`src/rtl/sci_bus_arbiter_pkg.sv`:
```
// Shared constants and types for the SCI register-port arbiter.
package sci_pkg;

   localparam logic [31:0] SCITX   = 32'h0000_0000;
   localparam logic [31:0] SCIRX   = 32'h0000_0004;
   localparam logic [31:0] SCICFG  = 32'h0000_0008;
   localparam logic [31:0] SCIFLAG = 32'h0000_000C;

   localparam logic M0 = 1'b0;
   localparam logic M1 = 1'b1;

   typedef enum logic [1:0] {
      StIdle,
      StIssue,
      StWait
   } arb_state_e;

endpackage

```
`src/rtl/sci_bus_arbiter_rr_arb2.sv`:
```
// Two-way round-robin grant; on a tie (or no request) the master other than last_grant wins.
module sci_rr_arb2
   import sci_pkg::*;
(
   input  logic i_clk,
   input  logic i_rst_n,
   input  logic i_req0,
   input  logic i_req1,
   input  logic i_update,
   output logic o_gnt
);

   logic r_last_grant;

   always_comb begin
      if (i_req0 && !i_req1) begin
         o_gnt = M0;
      end else if (i_req1 && !i_req0) begin
         o_gnt = M1;
      end else begin
         o_gnt = ~r_last_grant;
      end
   end

   always_ff @(posedge i_clk) begin
      if (!i_rst_n) begin
         r_last_grant <= M1;
      end else if (i_update) begin
         r_last_grant <= o_gnt;
      end
   end

endmodule

```
`src/rtl/sci_bus_arbiter.sv`:
```
// Shares the SCI register port between M0 and M1: one request in flight, routed read
// response with timeout, and bounded stalling of SCITX writes while the TX FIFO is full.
module sci_bus_arbiter
   import sci_pkg::*;
#(
   parameter int unsigned RD_TIMEOUT   = 4,
   parameter int unsigned TX_STALL_MAX = 1023
) (
   input  logic        iCLOCK,
   input  logic        inRESET,
   input  logic        iM0_REQ_VALID,
   output logic        oM0_REQ_BUSY,
   input  logic        iM0_REQ_RW,
   input  logic [31:0] iM0_REQ_ADDR,
   input  logic [31:0] iM0_REQ_DATA,
   output logic        oM0_RD_VALID,
   output logic [31:0] oM0_RD_DATA,
   input  logic        iM1_REQ_VALID,
   output logic        oM1_REQ_BUSY,
   input  logic        iM1_REQ_RW,
   input  logic [31:0] iM1_REQ_ADDR,
   input  logic [31:0] iM1_REQ_DATA,
   output logic        oM1_RD_VALID,
   output logic [31:0] oM1_RD_DATA,
   output logic        oSCI_REQ_VALID,
   input  logic        iSCI_REQ_BUSY,
   output logic        oSCI_REQ_RW,
   output logic [31:0] oSCI_REQ_ADDR,
   output logic [31:0] oSCI_REQ_DATA,
   input  logic        iSCI_REQ_VALID,
   input  logic [31:0] iSCI_REQ_DATA,
   output logic        oTX_DROP
);

   localparam logic [3:0] TOUT_LAST  = 4'(RD_TIMEOUT - 1);
   localparam logic [9:0] STALL_LAST = 10'(TX_STALL_MAX);

   arb_state_e  r_state;
   logic        r_owner;
   logic        r_rw;
   logic [31:0] r_addr;
   logic [31:0] r_data;
   logic [9:0]  r_stall_cnt;
   logic [3:0]  r_tout_cnt;
   logic [31:0] r_m0_rd_data;
   logic [31:0] r_m1_rd_data;

   logic        w_gnt;
   logic        w_accept;
   logic        w_tx_stall;
   logic        w_drop;
   logic        w_rd_done;
   logic [31:0] w_rd_data;

   sci_rr_arb2 u_rr_arb2 (
      .i_clk    (iCLOCK),
      .i_rst_n  (inRESET),
      .i_req0   (iM0_REQ_VALID),
      .i_req1   (iM1_REQ_VALID),
      .i_update (w_accept),
      .o_gnt    (w_gnt)
   );

   assign w_accept   = (r_state == StIdle) && ((w_gnt == M0) ? iM0_REQ_VALID : iM1_REQ_VALID);
   assign w_tx_stall = (r_state == StIssue) && r_rw && (r_addr == SCITX) && iSCI_REQ_BUSY;
   assign w_drop     = w_tx_stall && (r_stall_cnt == STALL_LAST);
   assign w_rd_done  = (r_state == StWait) && (iSCI_REQ_VALID || (r_tout_cnt == TOUT_LAST));
   // A missing acknowledge completes the read with zero data.
   assign w_rd_data  = iSCI_REQ_VALID ? iSCI_REQ_DATA : 32'h0;

   assign oM0_REQ_BUSY = !((r_state == StIdle) && (w_gnt == M0));
   assign oM1_REQ_BUSY = !((r_state == StIdle) && (w_gnt == M1));

   // Gating by inRESET keeps an abandoned request from producing any pulse.
   assign oSCI_REQ_VALID = inRESET && (r_state == StIssue) && !w_tx_stall;
   assign oSCI_REQ_RW    = r_rw;
   assign oSCI_REQ_ADDR  = r_addr;
   assign oSCI_REQ_DATA  = r_data;
   assign oTX_DROP       = inRESET && w_drop;

   assign oM0_RD_VALID = inRESET && w_rd_done && (r_owner == M0);
   assign oM1_RD_VALID = inRESET && w_rd_done && (r_owner == M1);
   assign oM0_RD_DATA  = oM0_RD_VALID ? w_rd_data : r_m0_rd_data;
   assign oM1_RD_DATA  = oM1_RD_VALID ? w_rd_data : r_m1_rd_data;

   always_ff @(posedge iCLOCK) begin
      if (!inRESET) begin
         r_state      <= StIdle;
         r_owner      <= M0;
         r_rw         <= 1'b0;
         r_addr       <= 32'h0;
         r_data       <= 32'h0;
         r_stall_cnt  <= 10'h0;
         r_tout_cnt   <= 4'h0;
         r_m0_rd_data <= 32'h0;
         r_m1_rd_data <= 32'h0;
      end else begin
         unique case (r_state)
            StIdle: begin
               if (w_accept) begin
                  r_owner     <= w_gnt;
                  r_rw        <= (w_gnt == M0) ? iM0_REQ_RW   : iM1_REQ_RW;
                  r_addr      <= (w_gnt == M0) ? iM0_REQ_ADDR : iM1_REQ_ADDR;
                  r_data      <= (w_gnt == M0) ? iM0_REQ_DATA : iM1_REQ_DATA;
                  r_stall_cnt <= 10'h0;
                  r_state     <= StIssue;
               end
            end
            StIssue: begin
               if (w_drop) begin
                  r_state <= StIdle;
               end else if (w_tx_stall) begin
                  r_stall_cnt <= r_stall_cnt + 10'h1;
               end else begin
                  r_tout_cnt <= 4'h0;
                  r_state    <= r_rw ? StIdle : StWait;
               end
            end
            StWait: begin
               if (w_rd_done) begin
                  if (r_owner == M0) begin
                     r_m0_rd_data <= w_rd_data;
                  end else begin
                     r_m1_rd_data <= w_rd_data;
                  end
                  r_state <= StIdle;
               end else begin
                  r_tout_cnt <= r_tout_cnt + 4'h1;
               end
            end
            default: r_state <= StIdle;
         endcase
      end
   end

endmodule

```
`config.mk`:
```
export PLATFORM = sky130hd
export DESIGN_NAME = sci_bus_arbiter
export DESIGN_NICKNAME = d
export VERILOG_FILES = /design/src/rtl/sci_bus_arbiter_pkg.sv /design/src/rtl/sci_bus_arbiter_rr_arb2.sv /design/src/rtl/sci_bus_arbiter.sv
export SDC_FILE = /design/constraint.sdc
export NUM_CORES = 1
export LEC_CHECK = 0
export CORE_MARGIN = 2
export CORE_UTILIZATION = 45
export CTS_CLUSTER_DIAMETER = 100
export DETAILED_ROUTE_END_ITERATION = 12
export PLACE_DENSITY = 0.87
export SLEW_MARGIN = 20
export SYNTH_ARGS = -nofsm -noshare
export SYNTH_HDL_FRONTEND = slang
export SYNTH_HIERARCHICAL = 1
export SYNTH_SLANG_ARGS = --single-unit
```
`constraint.sdc`:
```
create_clock -name iCLOCK -period 6.7 [get_ports iCLOCK]
set_clock_uncertainty 0.1 [all_clocks]
set_input_delay 0.67 -clock iCLOCK [delete_from_list [all_inputs] [get_ports iCLOCK]]
set_output_delay 0.67 -clock iCLOCK [all_outputs]
set_load 0.01 [all_outputs]
```
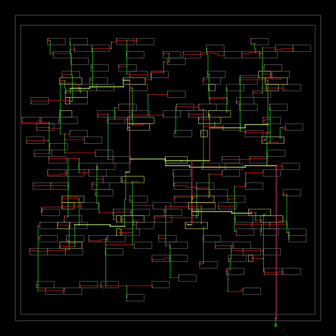
Figure 1: clock wiring as the flow saved it.
Power Clock: 952 uW
clk latency late pin: 410 ps
CTS Sinks: 147

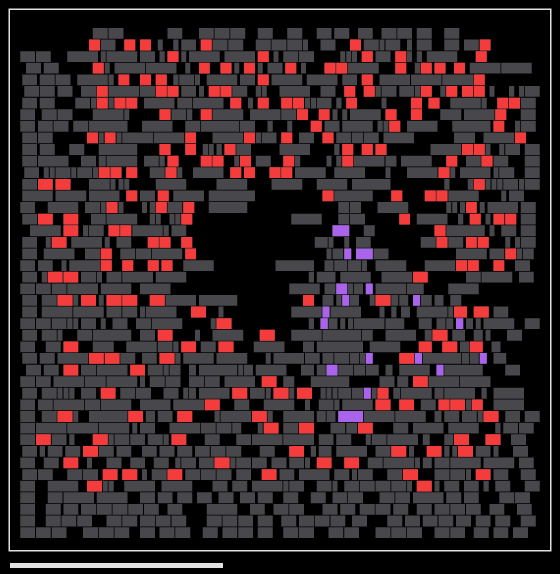
Figure 2: selected gate families.
Scale bar: 50 um.
colour	family	cells
purple	inverting AOI/OAI gates	17
red	AND-OR and OR-AND gates	206
Finished Layout Cells: 1203
most common cell after layout, fill and taps aside: clkdlybuf4s50_1
logic share of the area: 34.3%

==> summary.txt <==
run results: die area 16000 sq um, Met2 Wirelength 10700 um, CP Launch Type input port, Layout Nets 1177, routed wire length 20800 um, clk slew on worst S/H paths 60 ps, Pwr Density 236 nW/um^2, Worst Setup EP oM1_RD_DATA[0], post-layout util 71.7%, aoi share 27.0%, FF-to-FF Start u_rr_arb2/r_last_grant, Critical Path Sink Type output port, Combinational Area 3590 sq um, ys cells 735, slew margin rel. 37.5%, Avg Vias per Cell 5.30, Peak VDD IR 0.177 mV, cts bufs inserted 17, ys async rst share 0%, post-route cell area 10500 sq um, Worst R2R End oSCI_REQ_ADDR[30], worst-path fanout max 65, Top-area cell share 43.6%, Tapcells 184, clk_buf instances 22, post_cts resized 0, Setup Fix Bufs, Post-CTS 0, met1 Use GR 29.0%, DP Cell Count 1172, Min Hold Slack 349 ps, status finished clean, Synth warnings 6, Slew Viols, Final 0, met3 Usage GRT 8.81%, final setup TNS 0 ps, Syn Inst Count 735, critical hold path startpoint r_m1_rd_data[16], Comb pwr share 21.6%, # rows 44, minimum clock period 4140 ps, Top power group registers, clk buf depth 2, WHS Path Cells 1, flop-to-flop setup slack 3490 ps, Crit Path Class in -> out, DRT iter0 DRCs 341, Chip Width 127 um, syn_area_per_cell 9.19 sq um, power in sequential cells 986 uW, Clock-cell share 5.70%, First-pass DRT Iterations 5, EDFF count, synth 0, synthesized area 6760 sq um, Largest cells by area dfxtp_1, a21o_1, mux2i_1, o211a_1, nand2_1, Registers, synthesis 147, share of post-route cells with drive strength above 1 5.40%, Area Overhead vs Synth 54.9%, Log Warnings 26, Final period util 61.8%, per-cell routed wire length 17.3 um, Post-DRT Antenna Nets 0, Net Sw Frac 26.1%, vias in the first global route 6355, global-route wire length before repair 32700 um, GP Congestion 0.839
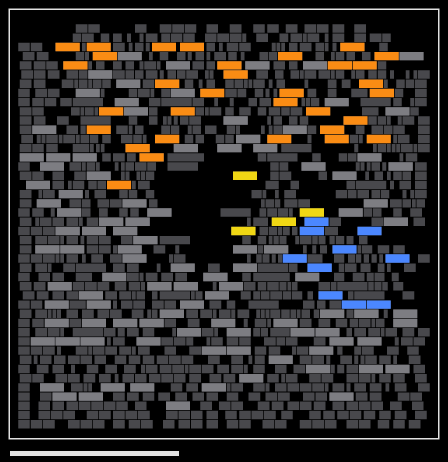
Figure 3: where the registers sit.
Scale bar: 50 um. Other sequential cells in the stronger grey, the rest of the logic in the fainter grey.
colour	signal	placed flops	where
yellow	r_tout_cnt	4	centre
orange	r_m1_rd_data	32	a band across the top
blue	r_stall_cnt	10	east
not coloured	101

[critical path: stages]
cell	delay (ps)
clkdlybuf4s50_1	460
buf_4	350
inv_1	80
a21oi_1	400
nand3_2	110
buf_4	330
nor2_1	270
a21o_1	110
clkdlybuf4s50_1	550
[cell usage in the layout, fill, tap and decap left out, types with 4 or more instances in the layout]
cell type and instances:
o21ai_0 9, buf_4 9, nand2_1 107, and3_1 6, inv_1 6, nor3b_1 5
clkinv_2 4, nand3_1 4, dfxtp_1 147, a21o_1 129, o211a_1 65, nor4_1 7
clkbuf_16 17, mux2i_1 67, nor2_1 72, clkbuf_8 5, clkdlybuf4s50_1 301
[cell families after synthesis]
logic type / count (synthesis)
buf+inv: 64
xor+xnor: 2
fa+ha+maj: 2
mux: 68
flops: 147
simple gates: 229
compound gates: 223
No activity file was given, so power comes from the tool's default toggle rates.
